File: src/rtl/pipe_pkg.sv
`default_nettype none
// ============================================================================
//  Package     : pipe_pkg
//  Description : Shared types and constants for pipeline-stage registers.
//  Revision    : 1.0 - initial release
// ============================================================================
package pipe_pkg;

    // Encoding equals the number of entries held, so it doubles as occupancy.
    typedef enum logic [1:0] {
        EMPTY = 2'd0,
        ONE   = 2'd1,
        FULL  = 2'd2
    } pipe_state_t;

    localparam logic [31:0] NOP_INSTR = 32'h0000_0013;

endpackage
`default_nettype wire

File: src/rtl/pipe_stage_reg_if.sv
`default_nettype none
// ============================================================================
//  Interface   : pipe_stage_reg_if
//  Description : Valid/ready handshake bundle around one pipeline stage.
//  Revision    : 1.0 - initial release
// ============================================================================
interface pipe_stage_reg_if #(
    parameter int DATA_W = 64
);
    logic              in_valid_i;
    logic              in_ready_o;
    logic [DATA_W-1:0] in_data_i;
    logic              out_valid_o;
    logic              out_ready_i;
    logic [DATA_W-1:0] out_data_o;
    logic [1:0]        occupancy_o;

    // master: the environment around the stage (upstream producer + downstream consumer)
    modport master (
        output in_valid_i,
        output in_data_i,
        output out_ready_i,
        input  in_ready_o,
        input  out_valid_o,
        input  out_data_o,
        input  occupancy_o
    );

    // slave: the stage register itself
    modport slave (
        input  in_valid_i,
        input  in_data_i,
        input  out_ready_i,
        output in_ready_o,
        output out_valid_o,
        output out_data_o,
        output occupancy_o
    );
endinterface
`default_nettype wire

File: src/rtl/pipe_sat_counter.sv
`default_nettype none
// ============================================================================
//  Module      : pipe_sat_counter
//  Description : Saturating event counter, synchronous active-low clear.
//  Revision    : 1.0 - initial release
// ============================================================================
module pipe_sat_counter #(
    parameter int CNT_W = 32
) (
    input  wire logic             clk_i,
    input  wire logic             rst_n_i,
    input  wire logic             inc_i,
    output logic [CNT_W-1:0]      count_o
);
    localparam logic [CNT_W-1:0] c_one = {{(CNT_W-1){1'b0}}, 1'b1};
    localparam logic [CNT_W-1:0] c_max = {CNT_W{1'b1}};

    logic [CNT_W-1:0] r_count;

    always_ff @(posedge clk_i) begin
        if (!rst_n_i) begin
            r_count <= '0;
        end else if (inc_i && (r_count != c_max)) begin
            r_count <= r_count + c_one;
        end
    end

    assign count_o = r_count;

endmodule
`default_nettype wire

File: src/rtl/pipe_stage_reg.sv
`default_nettype none
// ============================================================================
//  Module      : pipe_stage_reg
//  Description : Parametrised pipeline-stage register with valid/ready
//                handshake, 2-entry skid buffer, stall and flush controls.
//                Optional statistics counters: define PIPE_STATS_EN.
//  Revision    : 1.0 - initial release
// ============================================================================
module pipe_stage_reg #(
    parameter int                 DATA_W    = 64,
    parameter logic [DATA_W-1:0]  RESET_VAL = {DATA_W{1'b0}},
    parameter int                 CNT_W     = 32
) (
    input  wire logic             clk_i,
    input  wire logic             rst_n_i,
    input  wire logic             stall_i,
    input  wire logic             flush_i,
    pipe_stage_reg_if.slave       bus
`ifdef PIPE_STATS_EN
    ,
    output logic [CNT_W-1:0]      stall_cnt_o,
    output logic [CNT_W-1:0]      flush_cnt_o
`endif
);
    import pipe_pkg::*;

    pipe_state_t       r_state;
    pipe_state_t       w_state_nxt;
    logic [DATA_W-1:0] r_main;
    logic [DATA_W-1:0] w_main_nxt;
    logic [DATA_W-1:0] r_skid;
    logic [DATA_W-1:0] w_skid_nxt;

    logic w_in_ready;
    logic w_out_valid;
    logic w_in_fire;
    logic w_out_fire;
    logic w_flush_apply;

    // Ready depends only on registered state and stall, never on out_ready.
    assign w_in_ready    = (r_state != FULL)  & ~stall_i;
    assign w_out_valid   = (r_state != EMPTY) & ~stall_i;
    assign w_in_fire     = bus.in_valid_i & w_in_ready;
    assign w_out_fire    = w_out_valid & bus.out_ready_i;
    assign w_flush_apply = flush_i & ~stall_i;

    assign bus.in_ready_o  = w_in_ready;
    assign bus.out_valid_o = w_out_valid;
    assign bus.out_data_o  = r_main;
    assign bus.occupancy_o = r_state;

    always_comb begin
        w_state_nxt = r_state;
        w_main_nxt  = r_main;
        w_skid_nxt  = r_skid;
        if (w_flush_apply) begin
            w_state_nxt = EMPTY;
            w_main_nxt  = RESET_VAL;
            w_skid_nxt  = RESET_VAL;
        end else begin
            unique case (r_state)
                EMPTY: begin
                    if (w_in_fire) begin
                        w_state_nxt = ONE;
                        w_main_nxt  = bus.in_data_i;
                    end
                end
                ONE: begin
                    if (w_in_fire && w_out_fire) begin
                        w_main_nxt  = bus.in_data_i;
                    end else if (w_in_fire) begin
                        w_state_nxt = FULL;
                        w_skid_nxt  = bus.in_data_i;
                    end else if (w_out_fire) begin
                        w_state_nxt = EMPTY;
                    end
                end
                FULL: begin
                    if (w_out_fire) begin
                        w_state_nxt = ONE;
                        w_main_nxt  = r_skid;
                    end
                end
                default: begin
                    w_state_nxt = EMPTY;
                end
            endcase
        end
    end

    always_ff @(posedge clk_i) begin
        if (!rst_n_i) begin
            r_state <= EMPTY;
            r_main  <= RESET_VAL;
            r_skid  <= RESET_VAL;
        end else begin
            r_state <= w_state_nxt;
            r_main  <= w_main_nxt;
            r_skid  <= w_skid_nxt;
        end
    end

`ifdef PIPE_STATS_EN
    pipe_sat_counter #(.CNT_W(CNT_W)) u_stall_cnt (
        .clk_i   (clk_i),
        .rst_n_i (rst_n_i),
        .inc_i   (stall_i),
        .count_o (stall_cnt_o)
    );

    pipe_sat_counter #(.CNT_W(CNT_W)) u_flush_cnt (
        .clk_i   (clk_i),
        .rst_n_i (rst_n_i),
        .inc_i   (w_flush_apply),
        .count_o (flush_cnt_o)
    );
`endif

endmodule
`default_nettype wire

File: src/flat_wrapper.sv
// flat-port wrapper written by rule: the top's interface ports become plain ports
module pipe_stage_reg_flat import pipe_pkg::*;
#(
    parameter int                 DATA_W    = 64,
    parameter logic [DATA_W-1:0]  RESET_VAL = {DATA_W{1'b0}},
    parameter int                 CNT_W     = 32
)
  (clk_i, rst_n_i, stall_i, flush_i, bus_in_valid_i, bus_in_data_i, bus_out_ready_i, bus_in_ready_o, bus_out_valid_o, bus_out_data_o, bus_occupancy_o);
  pipe_stage_reg_if #(.DATA_W(DATA_W)) bus_i ();
  input  wire logic clk_i;
  input  wire logic rst_n_i;
  input  wire logic stall_i;
  input  wire logic flush_i;
  input wire logic [$bits(bus_i.in_valid_i)-1:0] bus_in_valid_i;
  input wire logic [$bits(bus_i.in_data_i)-1:0] bus_in_data_i;
  input wire logic [$bits(bus_i.out_ready_i)-1:0] bus_out_ready_i;
  output wire logic [$bits(bus_i.in_ready_o)-1:0] bus_in_ready_o;
  output wire logic [$bits(bus_i.out_valid_o)-1:0] bus_out_valid_o;
  output wire logic [$bits(bus_i.out_data_o)-1:0] bus_out_data_o;
  output wire logic [$bits(bus_i.occupancy_o)-1:0] bus_occupancy_o;
  assign bus_i.in_valid_i = bus_in_valid_i;
  assign bus_i.in_data_i = bus_in_data_i;
  assign bus_i.out_ready_i = bus_out_ready_i;
  assign bus_in_ready_o = bus_i.in_ready_o;
  assign bus_out_valid_o = bus_i.out_valid_o;
  assign bus_out_data_o = bus_i.out_data_o;
  assign bus_occupancy_o = bus_i.occupancy_o;
  pipe_stage_reg #(.DATA_W(DATA_W), .RESET_VAL(RESET_VAL), .CNT_W(CNT_W)) u_core (.clk_i(clk_i), .rst_n_i(rst_n_i), .stall_i(stall_i), .flush_i(flush_i), .bus(bus_i));
endmodule
File: config.mk
export PLATFORM = sky130hd
export DESIGN_NAME = pipe_stage_reg_flat
export DESIGN_NICKNAME = d
export VERILOG_FILES = /design/src/rtl/pipe_pkg.sv /design/src/rtl/pipe_stage_reg_if.sv /design/src/rtl/pipe_sat_counter.sv /design/src/rtl/pipe_stage_reg.sv /design/src/flat_wrapper.sv
export SDC_FILE = /design/constraint.sdc
export NUM_CORES = 1
export LEC_CHECK = 0
export CAP_MARGIN = 20
export CORE_AREA = 2 2 117 119
export CTS_CLUSTER_DIAMETER = 150
export DETAILED_ROUTE_END_ITERATION = 6
export DIE_AREA = 0 0 119 121
export GPL_TIMING_DRIVEN = 0
export PLACE_DENSITY = 0.75
export SETUP_SLACK_MARGIN = 0.05
export SKIP_CTS_REPAIR_TIMING = 1
export SLEW_MARGIN = 10
export SYNTH_ARGS = -nofsm -noshare
export SYNTH_HDL_FRONTEND = slang
export SYNTH_SLANG_ARGS = --single-unit
File: constraint.sdc
create_clock -name clk_i -period 1.65 [get_ports clk_i]
set_clock_uncertainty 0.2 [all_clocks]
set_input_delay 0.2475 -clock clk_i [delete_from_list [all_inputs] [get_ports clk_i]]
set_output_delay 0.2475 -clock clk_i [all_outputs]
set_load 0.01 [all_outputs]
==> out/summary.rpt <==
=====================================================================================
Final number of setup-violating endpoints                                         152
Synth mux share                                                                 11.1%
Most frequent logic cell in the layout                                   sky130_fd_sc_hd__nand2_1
Setup total negative slack                                                  -18.36 ns
Cell type with the largest total area                                    sky130_fd_sc_hd__dfxtp_1
Comb power                                                                 0.000844 W
Count of cell types in the netlist                                                 27
Worst hold path startpoint                                                    stall_i
Arrival time worst endpoint                                                   1.54 ns
Leftover overflow at the end of global routing                                      0
Flip-flop and latch power                                                   0.00325 W
TritonCTS clock tree                                                            built
Worst Path Required                                                           1.20 ns
Max-cap viol count                                                                  0
R2r startpoint                                                           u_core.bus.occupancy_o[0]
Count of tool warnings                                                             28
Top fanout value on the critical path                                               6
Switching power as a share of total power                                       23.0%
Count of routing violations after the opening detailed-route iteration            351
Die Span X                                                                     119 um
Crit Path Class                                                          flip-flop to output pin
Depth of the worst register-to-register path                                        8
Logic gate share of total power                                                 11.4%
Dominant power group                                                            clock
Share of synthesized area occupied by flip-flops and latches                    45.2%
Area reported by Yosys stat                                              0.00575 mm^2
CTS buffer count                                                                   17
Chip area                                                                 0.0144 mm^2
Total power consumption of the routed design                                0.00740 W
Part of the total power dissipated in sequential elements                       44.0%
Final critical path time including I/O delays and setup                       1.98 ns
Routed vias/inst                                                                 5.39
Final layout net count                                                            904
Area share of the leading cell type in the synthesized netlist                  45.2%
Number of levels in the clock H-tree                                                4
Via count of the first global-routing pass                                       5154
Number of remaining DRC errors                                                      0
Count of inserted antenna diode cells                                               0
RSZ-0062 raised after global routing                                             true
Fraction of the core area occupied by cells at floorplan                        44.0%
Internal power summed over all cells                                        0.00569 W
Count of instantiated cells in the yosys netlist                                  673
Maximum clock frequency                                                       504 MHz
Worst Slack Setup Final                                                     -0.334 ns
Failing checks                                                           negative setup slack
Worst setup EP type                                                        output pin
Net Switching                                                               0.00170 W
Total via count after detailed routing                                           5482
Overall die height                                                             121 um
Last weighted congestion value of the routability-driven placer                 0.851
First drt pass iteration count                                                      5
Number of pins with negative max-slew slack in the final report                     0
DPL Wire Length                                                               11.6 mm
Area used by multi-input combinational logic                             0.00280 mm^2
Average size of a mapped cell                                               8.55 um^2
Storage element area                                                     0.00261 mm^2
Hold path endpoint                                                       u_core.bus.occupancy_o[1]
I/O Buffers                                                                       137
Post-synthesis to final-layout area growth                                      42.0%
Main kind of combinational logic by area                                 simple AND/OR/NAND/NOR gates
Register-to-Register Setup Slack                                             -0.27 ns
Status                                                                   complete, but fails checks
Number of instances in the synthesized netlist                                    673
Cell depth of the worst hold path                                                   5
Post-synthesis share of cell area spent on xor and xnor gates                      0%
=====================================================================================
==> stage by stage <==
step | instances | hold slack [ns]
after CTS | 1012 | 0.199
after global placement | 986 | 0.241
after floorplan | 673 | 0.183
final | 1017 | 0.157
after global routing | 1017 | 0.159
after detailed placement | 986 | 0.246
==> area by class of cell <==
class / instances / share of cell area [%]
multi-input combinational: 471 / 34.3
timing repair buffer: 142 / 18.2
tap: 176 / 2.69
inverter: 2 / 0.0919
clock buffer: 26 / 6.23
buffer: 70 / 6.55
sequential: 130 / 31.9
==> critical path, stage by stage, from the launching register on <==
cell and delay, ns:
sky130_fd_sc_hd__dfxtp_4 0.36, sky130_fd_sc_hd__nand2b_4 0.14, sky130_fd_sc_hd__buf_6 0.12, sky130_fd_sc_hd__buf_12 0.12, sky130_fd_sc_hd__buf_12 0.11, sky130_fd_sc_hd__and2_4 0.15, sky130_fd_sc_hd__buf_6 0.11
==> kinds of logic (layout without fill, tap and decap cells) <==
kind of cell | after synthesis | after routing
mux | 64 | 64
flops | 130 | 130
simple gates | 271 | 271
buf+inv | 72 | 240
compound gates | 136 | 136
==> synthesized netlist by cell type <==
master / instances
sky130_fd_sc_hd__or4_1: 64
sky130_fd_sc_hd__buf_12: 1
sky130_fd_sc_hd__dfxtp_1: 130
sky130_fd_sc_hd__buf_4: 3
sky130_fd_sc_hd__clkbuf_2: 2
sky130_fd_sc_hd__nand2_1: 193
sky130_fd_sc_hd__and3_1: 1
sky130_fd_sc_hd__a21oi_1: 67
sky130_fd_sc_hd__o21a_1: 1
sky130_fd_sc_hd__nand3b_1: 1
sky130_fd_sc_hd__buf_2: 16
sky130_fd_sc_hd__buf_8: 1
sky130_fd_sc_hd__mux2i_1: 64
sky130_fd_sc_hd__and2_1: 1
sky130_fd_sc_hd__nand2b_1: 2
sky130_fd_sc_hd__nor2b_1: 2
sky130_fd_sc_hd__nor2_1: 6
sky130_fd_sc_hd__buf_6: 7
sky130_fd_sc_hd__o211ai_1: 64
sky130_fd_sc_hd__a21boi_0: 1
sky130_fd_sc_hd__a211oi_1: 1
sky130_fd_sc_hd__o21ai_1: 1
sky130_fd_sc_hd__clkbuf_1: 35
sky130_fd_sc_hd__buf_1: 5
sky130_fd_sc_hd__nand3_1: 1
sky130_fd_sc_hd__o21ai_0: 1
sky130_fd_sc_hd__inv_1: 2
==> per-layer routing <==
| layer | GRT usage, % | wire length [um] | vias up |
|---|---|---|---|
| met5 | 0 | 0 | - |
| met4 | 8.18 | 252 | 0 |
| met3 | 5.40 | 784 | 19 |
| met2 | 39.6 | 8380 | 163 |
| met1 | 28.5 | 7260 | 2595 |
| li1 | - | - | 2705 |
==> flip-flops by register name, indices dropped and copies added, names as in the netlist <==
signal,count
u_core.r_skid,64
u_core.bus.occupancy_o,2
u_core.bus.out_data_o,64
==> how the worst max path moves through the flow <==
stage                                            to  slack, ns  depth (start not counted)
after detailed placement            bus_out_valid_o      -1.42                          6
after floorplan           u_core.bus.out_data_o[32]      -0.05                          6
after global routing                 bus_in_ready_o      -0.37                          6
after global placement              bus_out_valid_o      -1.41                          6
after CTS                           bus_out_valid_o      -1.43                          6
final                                bus_in_ready_o      -0.33                          6
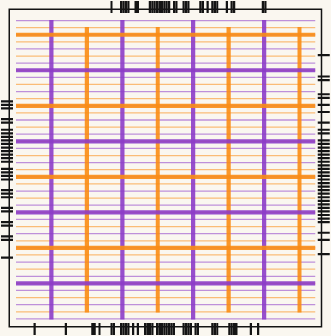
(images/floorplan.png)
Pins as bars on the die edge.
Key: purple = VSS; orange = VDD
138 signal pins sit on the boundary. The core has 42 rows. 8 straps on met4. 8 straps on met5.
worst IR drop on VDD: 541 uV
area of the placeable core: 0.0131 mm^2

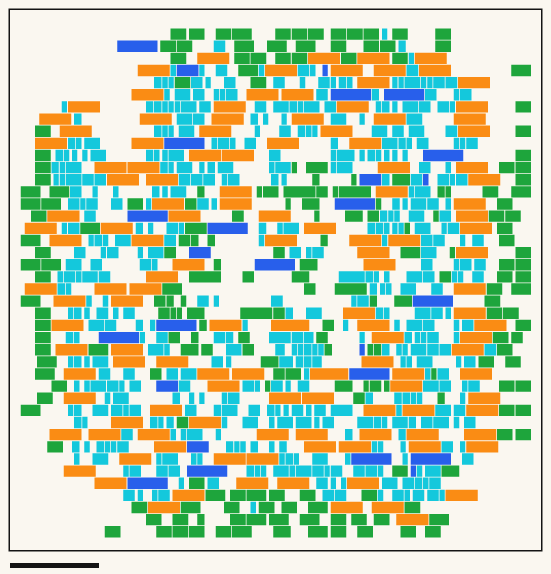
(images/class_map.png)
Bar = 20 um.
Key: green = remaining buffers and delay cells [cells 212]; blue = clock drivers and dummy loads [cells 26]; cyan = remaining logic cells [cells 473]; orange = sequential cells [cells 130]
final cell area excluding filler cells: 0.00817 mm^2
Core Util, Final: 62.4%
row cnt: 42
sequential fraction of total cell area: 31.9%

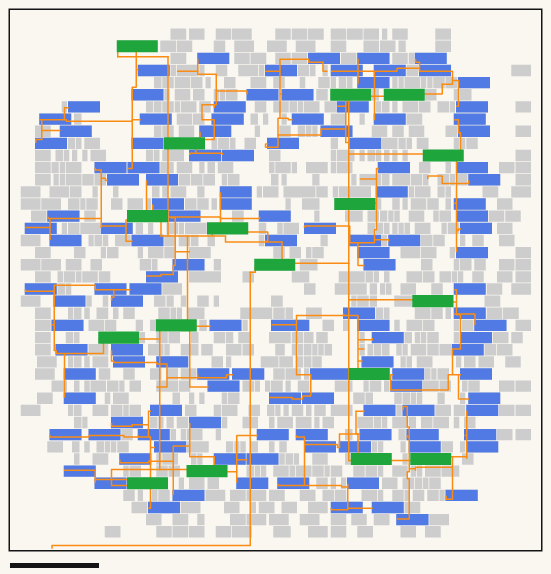
(images/clock_wires.png)
Bar = 20 um.
Key: orange = clock wires [length 1540 um]; green = clock-net drivers [count 17]; blue = flip-flops [count 130]
There are 18 routed clock nets.
Latency at later pin: 0.42 ns
clock network fraction of total power: 44.6%
clock network power consumption: 0.00330 W

Power and IR drop assume default switching activity.
